### src/rtl/phos_fec_pkg.sv
// rtl/phos_fec_pkg.sv - shared constants and types for the HV bias DAC loader
//  HV_N_CH      number of bias channels driven from the DTC register bank
//  HV_DAC_W     width of one DAC code
//  hv_frame_t   16-bit serial word {pad, addr[2:0], code[11:0]}, sent MSB first
//  hv_ldr_state_e  loader sequencer states
package phos_fec_pkg;

    localparam int HV_N_CH  = 32;
    localparam int HV_DAC_W = 12;

    typedef struct packed {
        logic                pad;
        logic [2:0]          addr;
        logic [HV_DAC_W-1:0] code;
    } hv_frame_t;

    typedef enum logic [2:0] {
        HV_IDLE,
        HV_LOAD,
        HV_CS_SETUP,
        HV_SHIFT,
        HV_CS_HOLD,
        HV_GAP,
        HV_LDAC,
        HV_DONE
    } hv_ldr_state_e;

endpackage

### src/rtl/spi_tx16.sv
// rtl/spi_tx16.sv - 16-bit MSB-first SPI shifter, CPOL=0, data changes on falling SCLK
//  clk_i       system clock
//  rst_i       async reset, active high
//  start_i     load frame_i and begin shifting (ignored while a frame is in flight)
//  frame_i     16-bit word to send
//  sclk_o      serial clock, idle low; each bit is CLK_DIV cycles low then CLK_DIV high
//  sdi_o       serial data, held low while idle
//  last_bit_o  high in the final cycle of the last SCLK high phase
module spi_tx16 #(
    parameter int CLK_DIV = 4
) (
    input  logic        clk_i,
    input  logic        rst_i,
    input  logic        start_i,
    input  logic [15:0] frame_i,
    output logic        sclk_o,
    output logic        sdi_o,
    output logic        last_bit_o
);

    localparam int            DW      = (CLK_DIV > 1) ? $clog2(CLK_DIV) : 1;
    localparam logic [DW-1:0] DIV_MAX = DW'(CLK_DIV - 1);

    logic          active_q;
    logic          sclk_q;
    logic [DW-1:0] div_q;
    logic [3:0]    bit_q;
    logic [15:0]   shreg_q;

    always_ff @(posedge clk_i or posedge rst_i) begin
        if (rst_i) begin
            active_q <= 1'b0;
            sclk_q   <= 1'b0;
            div_q    <= '0;
            bit_q    <= '0;
            shreg_q  <= '0;
        end else if (start_i && !active_q) begin
            active_q <= 1'b1;
            sclk_q   <= 1'b0;
            div_q    <= '0;
            bit_q    <= '0;
            shreg_q  <= frame_i;
        end else if (active_q) begin
            if (div_q == DIV_MAX) begin
                div_q <= '0;
                if (!sclk_q) begin
                    sclk_q <= 1'b1;
                end else begin
                    // Falling edge: advance to the next bit, or finish and park sdi low.
                    sclk_q <= 1'b0;
                    if (bit_q == 4'd15) begin
                        active_q <= 1'b0;
                        shreg_q  <= '0;
                    end else begin
                        bit_q   <= bit_q + 4'd1;
                        shreg_q <= {shreg_q[14:0], 1'b0};
                    end
                end
            end else begin
                div_q <= div_q + 1'b1;
            end
        end
    end

    assign sclk_o     = sclk_q;
    assign sdi_o      = shreg_q[15];
    assign last_bit_o = active_q && sclk_q && (div_q == DIV_MAX) && (bit_q == 4'd15);

endmodule

### src/rtl/hv_dac_loader.sv
// rtl/hv_dac_loader.sv - loads 32 APD bias codes into 4 octal DACs and strobes LDAC
//  dtc_clk      system clock
//  rst          async reset, active high
//  hv_update    1-cycle request to (re)load all channels
//  hv_dac_data  per-channel 12-bit codes, snapshotted at the start of a sequence
//  dac_sclk     serial clock, idle low
//  dac_sdi      serial data, MSB first
//  dac_cs_n     per-DAC chip select, active low, at most one low
//  dac_ldac_n   common load strobe, active low
//  busy         sequence in progress
//  done         1-cycle pulse as the LDAC pulse ends
module hv_dac_loader
    import phos_fec_pkg::*;
#(
    parameter int CLK_DIV    = 4,
    parameter int CH_PER_DAC = 8,
    parameter int N_DAC      = HV_N_CH / CH_PER_DAC,
    parameter int LDAC_W     = 4
) (
    input  logic                dtc_clk,
    input  logic                rst,
    input  logic                hv_update,
    input  logic [HV_DAC_W-1:0] hv_dac_data [N_DAC*CH_PER_DAC],
    output logic                dac_sclk,
    output logic                dac_sdi,
    output logic [N_DAC-1:0]    dac_cs_n,
    output logic                dac_ldac_n,
    output logic                busy,
    output logic                done
);

    localparam int N_CH    = N_DAC * CH_PER_DAC;
    localparam int CH_W    = $clog2(N_CH);
    localparam int AW      = $clog2(CH_PER_DAC);
    localparam int CNT_MAX = (CLK_DIV > LDAC_W) ? CLK_DIV : LDAC_W;
    localparam int CNT_W   = (CNT_MAX > 1) ? $clog2(CNT_MAX) : 1;

    localparam logic [CNT_W-1:0] DIV_LAST  = CNT_W'(CLK_DIV - 1);
    localparam logic [CNT_W-1:0] LDAC_LAST = CNT_W'(LDAC_W - 1);
    localparam logic [CH_W-1:0]  CH_LAST   = CH_W'(N_CH - 1);

    hv_ldr_state_e       state_q;
    logic [CH_W-1:0]     ch_q;
    logic [CNT_W-1:0]    cnt_q;
    logic                pending_q;
    logic [N_DAC-1:0]    cs_n_q;
    logic                ldac_n_q;
    logic                busy_q;
    logic                done_q;
    logic [HV_DAC_W-1:0] snap_q [N_CH];

    hv_frame_t frame;
    logic      spi_start;
    logic      spi_last;

    // Upper channel bits pick the DAC; only that one chip select goes low.
    function automatic logic [N_DAC-1:0] cs_for(input logic [CH_W-1:0] ch);
        return ~(N_DAC'(1) << (ch >> AW));
    endfunction

    always_comb begin
        frame      = '0;
        frame.addr = 3'(ch_q[AW-1:0]);
        frame.code = snap_q[ch_q];
    end

    // Hand the frame over on the last CS setup cycle so SHIFT starts with SCLK low.
    assign spi_start = (state_q == HV_CS_SETUP) && (cnt_q == DIV_LAST);

    // The running sequence works only from this copy, so host writes mid-sequence are harmless.
    always_ff @(posedge dtc_clk) begin
        if (state_q == HV_LOAD) begin
            snap_q <= hv_dac_data;
        end
    end

    always_ff @(posedge dtc_clk or posedge rst) begin
        if (rst) begin
            state_q   <= HV_IDLE;
            ch_q      <= '0;
            cnt_q     <= '0;
            pending_q <= 1'b0;
            cs_n_q    <= '1;
            ldac_n_q  <= 1'b1;
            busy_q    <= 1'b0;
            done_q    <= 1'b0;
        end else begin
            done_q <= 1'b0;
            // Requests arriving mid-sequence coalesce into one re-run; DONE consumes them itself.
            if (hv_update && busy_q && (state_q != HV_DONE)) begin
                pending_q <= 1'b1;
            end
            case (state_q)
                HV_IDLE: begin
                    if (hv_update) begin
                        state_q <= HV_LOAD;
                        busy_q  <= 1'b1;
                    end
                end
                HV_LOAD: begin
                    ch_q    <= '0;
                    cnt_q   <= '0;
                    cs_n_q  <= cs_for('0);
                    state_q <= HV_CS_SETUP;
                end
                HV_CS_SETUP: begin
                    if (cnt_q == DIV_LAST) begin
                        cnt_q   <= '0;
                        state_q <= HV_SHIFT;
                    end else begin
                        cnt_q <= cnt_q + 1'b1;
                    end
                end
                HV_SHIFT: begin
                    if (spi_last) begin
                        state_q <= HV_CS_HOLD;
                    end
                end
                HV_CS_HOLD: begin
                    if (cnt_q == DIV_LAST) begin
                        cnt_q   <= '0;
                        cs_n_q  <= '1;
                        state_q <= HV_GAP;
                    end else begin
                        cnt_q <= cnt_q + 1'b1;
                    end
                end
                HV_GAP: begin
                    if (cnt_q == DIV_LAST) begin
                        cnt_q <= '0;
                        if (ch_q == CH_LAST) begin
                            ldac_n_q <= 1'b0;
                            state_q  <= HV_LDAC;
                        end else begin
                            ch_q    <= ch_q + 1'b1;
                            cs_n_q  <= cs_for(ch_q + 1'b1);
                            state_q <= HV_CS_SETUP;
                        end
                    end else begin
                        cnt_q <= cnt_q + 1'b1;
                    end
                end
                HV_LDAC: begin
                    if (cnt_q == LDAC_LAST) begin
                        cnt_q    <= '0;
                        ldac_n_q <= 1'b1;
                        done_q   <= 1'b1;
                        state_q  <= HV_DONE;
                    end else begin
                        cnt_q <= cnt_q + 1'b1;
                    end
                end
                HV_DONE: begin
                    if (pending_q || hv_update) begin
                        pending_q <= 1'b0;
                        state_q   <= HV_LOAD;
                    end else begin
                        busy_q  <= 1'b0;
                        state_q <= HV_IDLE;
                    end
                end
                default: state_q <= HV_IDLE;
            endcase
        end
    end

    spi_tx16 #(
        .CLK_DIV (CLK_DIV)
    ) u_spi (
        .clk_i      (dtc_clk),
        .rst_i      (rst),
        .start_i    (spi_start),
        .frame_i    (frame),
        .sclk_o     (dac_sclk),
        .sdi_o      (dac_sdi),
        .last_bit_o (spi_last)
    );

    assign dac_cs_n   = cs_n_q;
    assign dac_ldac_n = ldac_n_q;
    assign busy       = busy_q;
    assign done       = done_q;

endmodule

### config.mk
export PLATFORM = sky130hd
export DESIGN_NAME = hv_dac_loader
export DESIGN_NICKNAME = d
export VERILOG_FILES = /design/src/rtl/phos_fec_pkg.sv /design/src/rtl/spi_tx16.sv /design/src/rtl/hv_dac_loader.sv
export SDC_FILE = /design/constraint.sdc
export NUM_CORES = 1
export LEC_CHECK = 0
export ABC_AREA = 1
export CAP_MARGIN = 40
export CORE_ASPECT_RATIO = 1.5
export CORE_UTILIZATION = 51
export CTS_CLUSTER_SIZE = 30
export DETAILED_ROUTE_END_ITERATION = 6
export GPL_TIMING_DRIVEN = 0
export PLACE_DENSITY = 0.92
export REMOVE_ABC_BUFFERS = 1
export SETUP_SLACK_MARGIN = 0.1
export SLEW_MARGIN = 20
export SYNTH_ARGS = -nofsm -noshare
export SYNTH_HDL_FRONTEND = slang
export SYNTH_SLANG_ARGS = --single-unit
### constraint.sdc
create_clock -name dtc_clk -period 19.7 [get_ports dtc_clk]
set_clock_uncertainty 0.05 [all_clocks]
set_input_delay 3.94 -clock dtc_clk [delete_from_list [all_inputs] [get_ports dtc_clk]]
set_output_delay 3.94 -clock dtc_clk [all_outputs]
set_load 0.005 [all_outputs]
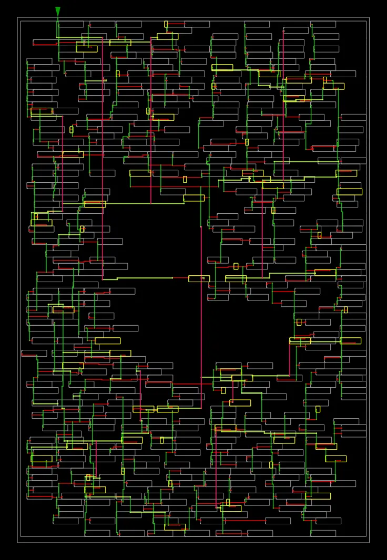
Figure 1: run 1, clock wiring as the flow saved it.
number of buffers created by CTS: 40
layout clock buffer count: 51
clock group power: 0.000751 W
flip-flops: 426

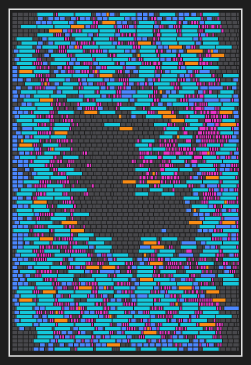
Figure 2: run 1, cell classes on the final placement.
(1.5 px per um) Fill, decap, tap and diode cells in grey.
other buffers and delay cells -> blue  # cells 419, share of their area 20%
flip-flops -> cyan  # cells 426, share of their area 55%
clock drivers and dummy loads -> orange  # cells 68, share of their area 5.4%
all other logic -> magenta  # cells 1102, share of their area 20%
Seq/total area: 53.3%
Finished Cell Area: 23600 um^2
Final Util: 69.2%
Core Rows: 83
Core ar.: 34200 um^2

==> run_results.csv, run 1 <==
group,metric,value,unit
setup_path,r2r_slack,16.42,ns
clock_tree,cts_root_buffer,"clkbuf_16",
grt,grt_overflow,0,
sta,layout_setup_ws,14.14,ns
detailed_routing,drt-wirelength-per-cell,20.9,um
sta,fmax,180,MHz
detailed_routing,first_iter_violations,1298,
detailed_routing,vias_per_cell,5.58,
logic_synthesis,adder_share,0.424,%
layout,fillers,2229,
logic_synthesis,yosys.area_share.simple,19.0,%
layout,diodes,16,
floorplan,chipArea,35500,um^2
detailed_routing,route.vias.total,13700,
power_and_ir_drop,switchingPower,0.00100,W
placed_design,dp_hpwl,36200,um
layout,buffer_area_share,19.1,%
layout,buffers,419,
sta,finalCriticalPeriod,5.56,ns
grt,grt_pass1_vias,14200,
grt,grt-busiest-layer,"met2",
power_and_ir_drop,p_leak,9.08,nW
power_and_ir_drop,power_frac_comb,28.9,%
clock_tree,htreeDepth,2,
clock_tree,cts_hold_buf,0,
setup_path,startpoint_type,"register",
logic_synthesis,yosysTopAreaCell,"edfxtp_1",
layout,clock_tree_area_fraction,5.24,%
detailed_routing,met3_length,3660,um
setup_path,cp_num_buf_inv,1,
logic_synthesis,ys_cells,1610,
logic_synthesis,common_cells,"nand2_1 (452), edfxtp_1 (384), nor2_1 (198)",
setup_path,startpoint,"dac_cs_n[2]$_DFFE_PP1P_",
setup_path,required,15.71,ns
sta,setup_viol,0,
logic_synthesis,synthCells,1610,
layout,logic_gates,992,
run_status,run_status,"completed",
placed_design,preCtsSetupSlack,14.59,ns
layout,finalNonFillerCells,2456,
setup_path,critical_path.max_stage_delay,0.54,ns
layout,inv_count,110,
placed_design,routabilityCongestion,0.885,
detailed_routing,wl_met2,27500,um
grt,grt_pass1_wl,77200,um
power_and_ir_drop,internal_power,0.00209,W
setup_path,path_class,"register to output pin",
power_and_ir_drop,peakVddDrop,0.0000881,V
setup_path,end_kind,"output pin",
logic_synthesis,synth.avg_cell_area,11.0,um^2
clock_tree,clk_path_buf_depth,3,
sta,slew_violations,0,
detailed_routing,routed_wl,51400,um
logic_synthesis,yosys.area.top_type_share,65.2,%
grt,grt_util_met1,31.0,%
worst_hold_path,whs_path_depth,2,
setup_path,reg2reg_from,"ch_q[0]$_DFFE_PP0P_",
layout,regArea,12600,um^2
setup_path,cp_top_family,"flip-flops",
detailed_routing,wl_met1,16600,um
clock_tree,clkTransAtPathRegs,0.06,ns
logic_synthesis,ff_type,"edfxtp_1",
logic_synthesis,yosysMostFrequentCell,"nand2_1",
clock_tree,cts_setup_buffers,0,
logic_synthesis,aoi_share,4.70,%
logic_synthesis,ys_types,29,
power_and_ir_drop,pwr-share-seq,46.8,%
layout,comb_area,4290,um^2
layout,largest_cell_class,"registers",
setup_path,crit_path_max_fanout,2,
sta,slew_headroom,44.9,%
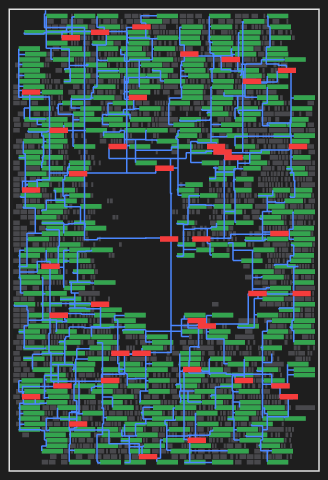
Figure 3: run 1, routed clock nets over the placement.
(2 px per um)
cells driving clock nets -> red  # count 40
flip-flops -> green  # count 426
clock wires -> blue  # length 4740 um
routed clock nets = 41
flops lie = all over the die
Clock power frac: 24.3%
clk_lat worst skew: 0.53 ns

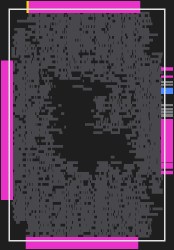
Figure 4: run 1, pin placement.
(1 px per um) Pins as bars across the die edge, other pins in grey.
`hv_dac_data` -> magenta  # pins 384, direction input, edge 121 top, 121 bottom, 102 left, 40 right
`dtc_clk` -> yellow  # pins 1, direction input, edge top
`dac_cs_n` -> blue  # pins 4, direction output, edge right
Port Buf Inserts: 395
die height: 230 um
Die X-Extent: 154 um

[run 1: power groups by stage]
| stage | sequential, W | combinational, W | clock [W] |
|---|---|---|---|
| 3_5_place_dp | 0.00146 | 0.000887 | 0 |
| 4_1_cts | 0.00145 | 0.000896 | 0.000760 |
| 5_1_grt | 0.00147 | 0.000989 | 0.000789 |
| 3_3_place_gp | 0.00176 | 0.000732 | 0 |
| 2_1_floorplan | 0.00166 | 0.000496 | 0 |
| 6_report | 0.00145 | 0.000895 | 0.000751 |
[run 1: sequential cells by signal (all words and copies together), names as in the netlist]
register	cells
dac_ldac_n	1
cnt_q	2
u_spi.sclk_o	1
state_q	3
u_spi.shreg_q	16
u_spi.bit_q	4
snap_q	384
done	1
dac_cs_n	4
busy	1
pending_q	1
u_spi.div_q	2
ch_q	5
u_spi.active_q	1
--- run 2 (diff from run 1) ---
--- a/config.mk
+++ b/config.mk
@@ -8,11 +8,11 @@
 export ABC_AREA = 1
 export CAP_MARGIN = 40
 export CORE_ASPECT_RATIO = 1.5
-export CORE_UTILIZATION = 51
+export CORE_UTILIZATION = 46
 export CTS_CLUSTER_SIZE = 30
 export DETAILED_ROUTE_END_ITERATION = 6
 export GPL_TIMING_DRIVEN = 0
-export PLACE_DENSITY = 0.92
+export PLACE_DENSITY = 0.88
 export REMOVE_ABC_BUFFERS = 1
 export SETUP_SLACK_MARGIN = 0.1
 export SLEW_MARGIN = 20
==> constraint.sdc (replaced) <==
create_clock -name dtc_clk -period 5 [get_ports dtc_clk]
set_clock_uncertainty 0.05 [all_clocks]
set_input_delay 1 -clock dtc_clk [delete_from_list [all_inputs] [get_ports dtc_clk]]
set_output_delay 1 -clock dtc_clk [all_outputs]
set_load 0.005 [all_outputs]
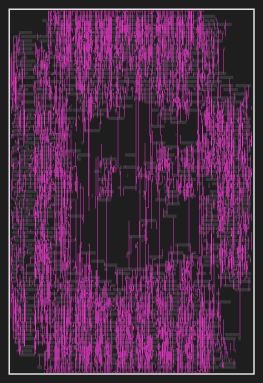
Figure 5: run 2, signal wires on met2.
(1.5 px per um) Cells faint in the background.
nets with wire on the layer = 1941
main direction = vertical
longest straight run = 91.1 um
wire length on this layer = 27.3 mm
share of all routed wire = 54%
M2 GR Usage: 46.2%
routed wire length: 50700 um
Via Count: 13400

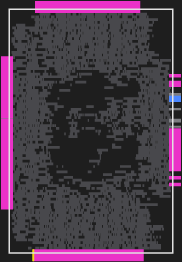
Figure 6: run 2, pin placement.
(1 px per um) Pins as bars across the die edge, other pins in grey.
`dtc_clk` -> yellow  # pins 1, direction input, edge bottom
`hv_dac_data` -> magenta  # pins 384, direction input, edge 119 bottom, 113 top, 111 left, 41 right
`dac_cs_n` -> blue  # pins 4, direction output, edge right
all pins by edge = 120 bottom, 113 top, 112 left, 51 right
die height: 242 um
Die X-Extent: 162 um

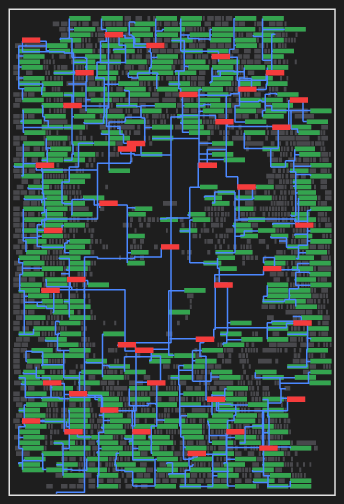
Figure 7: run 2, routed clock nets over the placement.
(2 px per um)
cells driving clock nets -> red  # count 41
clock wires -> blue  # length 5010 um
flip-flops -> green  # count 426
routed clock nets = 42
clock group power: 0.00318 W
clk_lat worst skew: 0.55 ns
Clock power frac: 25.8%

==> run 2 against run 1 <==
Area after synthesis unchanged; hold slack gained 0.011 ns; critical endpoint is now snap_q[69]$_DFFE_PP_; sequential share of layout area decreased by 0.55 points; register-to-register slack worse by 15 ns; non-clock buffer count stayed put; total power increased to 4.0 times the previous value; worst setup slack got worse by 12 ns; largest power group unchanged.
==> run_results.csv, run 2 <==
group,metric,value,unit
run_status,run_status,"completed",
logic_synthesis,yosysTopAreaCell,"edfxtp_1",
sta,tightest_slew,0.811,ns
sta,finalCriticalPeriod,3.10,ns
sta,layout_setup_ws,1.90,ns
sta,slew_headroom,45.7,%
sta,fin_setup_tns,0,ns
setup_path,crit_path_top_delay_cell,"nor2_4",
clock_tree,cts_resized,0,
placed_design,placed_cell_area,22400,um^2
setup_path,required,5.18,ns
sta,setup_viol,0,
layout,regMostFlops,"snap_q",
worst_hold_path,whs_endpoint,"u_spi.shreg_q[0]$_DFFE_PP0P_",
logic_synthesis,ys_area,17700,um^2
sta,rsz0062_at_grt,"false",
worst_hold_path,worstHoldStart,"u_spi.shreg_q[0]$_DFFE_PP0P_",
logic_synthesis,synthCells,1610,
logic_synthesis,seq_area_frac_synth,71.2,%
power_and_ir_drop,powerSeq,0.00563,W
logic_synthesis,yosys.area_share.simple,19.0,%
setup_path,startpoint_type,"register",
clock_tree,cts_tree,"built",
grt,grt_pass1_wl,75500,um
clock_tree,cts_buffers,41,
setup_path,rr_worst_depth,10,
power_and_ir_drop,swShare,32.1,%
detailed_routing,first_iter_violations,1141,
detailed_routing,ant_nets,0,
floorplan,ioPinCount,396,
logic_synthesis,yosys-top-cells-area,"edfxtp_1 (65%), nand2_1 (9.6%), dfrtp_1 (5.2%)",
clock_tree,clkTransAtPathRegs,0.06,ns
power_and_ir_drop,powerComb,0.00352,W
power_and_ir_drop,power_frac_comb,28.6,%
detailed_routing,drt-wirelength-per-cell,20.0,um
setup_path,startpoint,"state_q[0]$_DFFE_PP0P_",
clock_tree,cts_root_buffer,"clkbuf_16",
grt,grt_pass1_vias,13800,
logic_synthesis,netlist_area,17700,um^2
power_and_ir_drop,p_per_area,517,nW/um^2
power_and_ir_drop,p_leak,9.15,nW
logic_synthesis,yosysMostFrequentCell,"nand2_1",
layout,nets,2383,
logic_synthesis,adder_share,0.424,%
grt,antenna_found_initial,22,
grt,grt_usage,25.7,%
grt,grt_max_degree,112,
clock_tree,cts_hold_buf,0,
clock_tree,htreeDepth,2,
logic_synthesis,ys_sh_xor,0.0495,%
logic_synthesis,muxShareOfSynthArea,0,%
layout,largest_reg_flops,384,
worst_hold_path,hold_class,"register to register",
run,maxCapViolations,0,
layout,drive_above_1_share,5.59,%
clock_tree,clk_path_buf_depth,3,
logic_synthesis,ys_types,29,
placed_design,dp_hpwl,34700,um
sta,fin_crit_sh,62.1,%
power_and_ir_drop,internal_power,0.00837,W
setup_path,cpMostUsedCell,"buf_12",
layout,final_cell_mix,"nand2_1 (451), clkdlybuf4s50_1 (395), edfxtp_1 (384)",
setup_path,path_class,"register to register",
layout,finalNonFillerCells,2531,
layout,fin_util,63.2,%
logic_synthesis,ff_type,"edfxtp_1",
layout,reg_top3,"snap_q: 384 flops, u_spi.shreg_q: 16 flops, ch_q: 5 flops",
power_and_ir_drop,power.group.top,"sequential cells",
floorplan,chipArea,39300,um^2
setup_path,critical_path.max_stage_delay,0.57,ns
sta,hold_viol,0,
placed_design,dp_cells,2436,
floorplan,core_area,37800,um^2
logic_synthesis,edf_count,384,
power_and_ir_drop,switchingPower,0.00397,W
setup_path,reg2reg_from,"state_q[0]$_DFFE_PP0P_",
logic_synthesis,ys_warn_count,0,
placed_design,io_buffers,395,
sta,slew_violations,0,
sta,fin_hold_ws,0.449,ns
logic_synthesis,top_logic_kind,"simple AND/OR/NAND/NOR gates",
logic_synthesis,ys_cells,1610,
run,warnings,28,
grt,grt_overflow,0,
clock_tree,cts_sinks,426,
layout,layout-area-overhead-vs-synth,34.9,%
logic_synthesis,aoi_share,4.70,%
setup_path,r2r_slack,1.90,ns
setup_path,end_kind,"register",
power_and_ir_drop,pwr-share-seq,45.7,%
placed_design,routabilityCongestion,0.865,
logic_synthesis,synth.avg_cell_area,11.0,um^2
sta,fmax,322,MHz
detailed_routing,vias_per_cell,5.29,
setup_path,arrival,3.28,ns
worst_hold_path,whs_path_depth,2,
floorplan,rows,87,
logic_synthesis,common_cells,"nand2_1 (452), edfxtp_1 (384), nor2_1 (198)",
logic_synthesis,yosys.area.top_type_share,65.2,%
power_and_ir_drop,power,0.0123,W
layout,design_area,23900,um^2
placed_design,preCtsSetupSlack,1.92,ns
detailed_routing,drc_errors,0,
clock_tree,cts_setup_buffers,0,
power_and_ir_drop,peakVddDrop,0.000383,V
setup_path,crit_path_max_fanout,32,
detailed_routing,first_pass_iters,6,
[run 2: cell counts after synthesis]
No cell type changed its count.
[run 2: critical path: cells and delay by family (launching register included)]
kind | cells | cell delay [ns]
and+or+nand+nor | 2 | 0.73
buffers and inverters | 8 | 1.56
DFF | 1 | 0.39
[run 2: routing by layer]
layer,global-route usage (%),routed length (um)
met3,3.95,3290
met4,18.6,3300
met5,0,13
met1,27.0,16700
met2,46.2,27300
[run 2: layout make-up]
type / instances / area (um^2)
Sequential cell: 426 / 12600
Clock inverter: 24 / 219
Fill cell: 2742 / 13900
Timing Repair Buffer: 419 / 4510
Multi-Input combinational cell: 992 / 4290
Antenna cell: 20 / 50.0
Inverter: 110 / 425
Clock buffer: 51 / 1170
Tap cell: 489 / 612
No activity file was given, so power comes from the tool's default toggle rates.
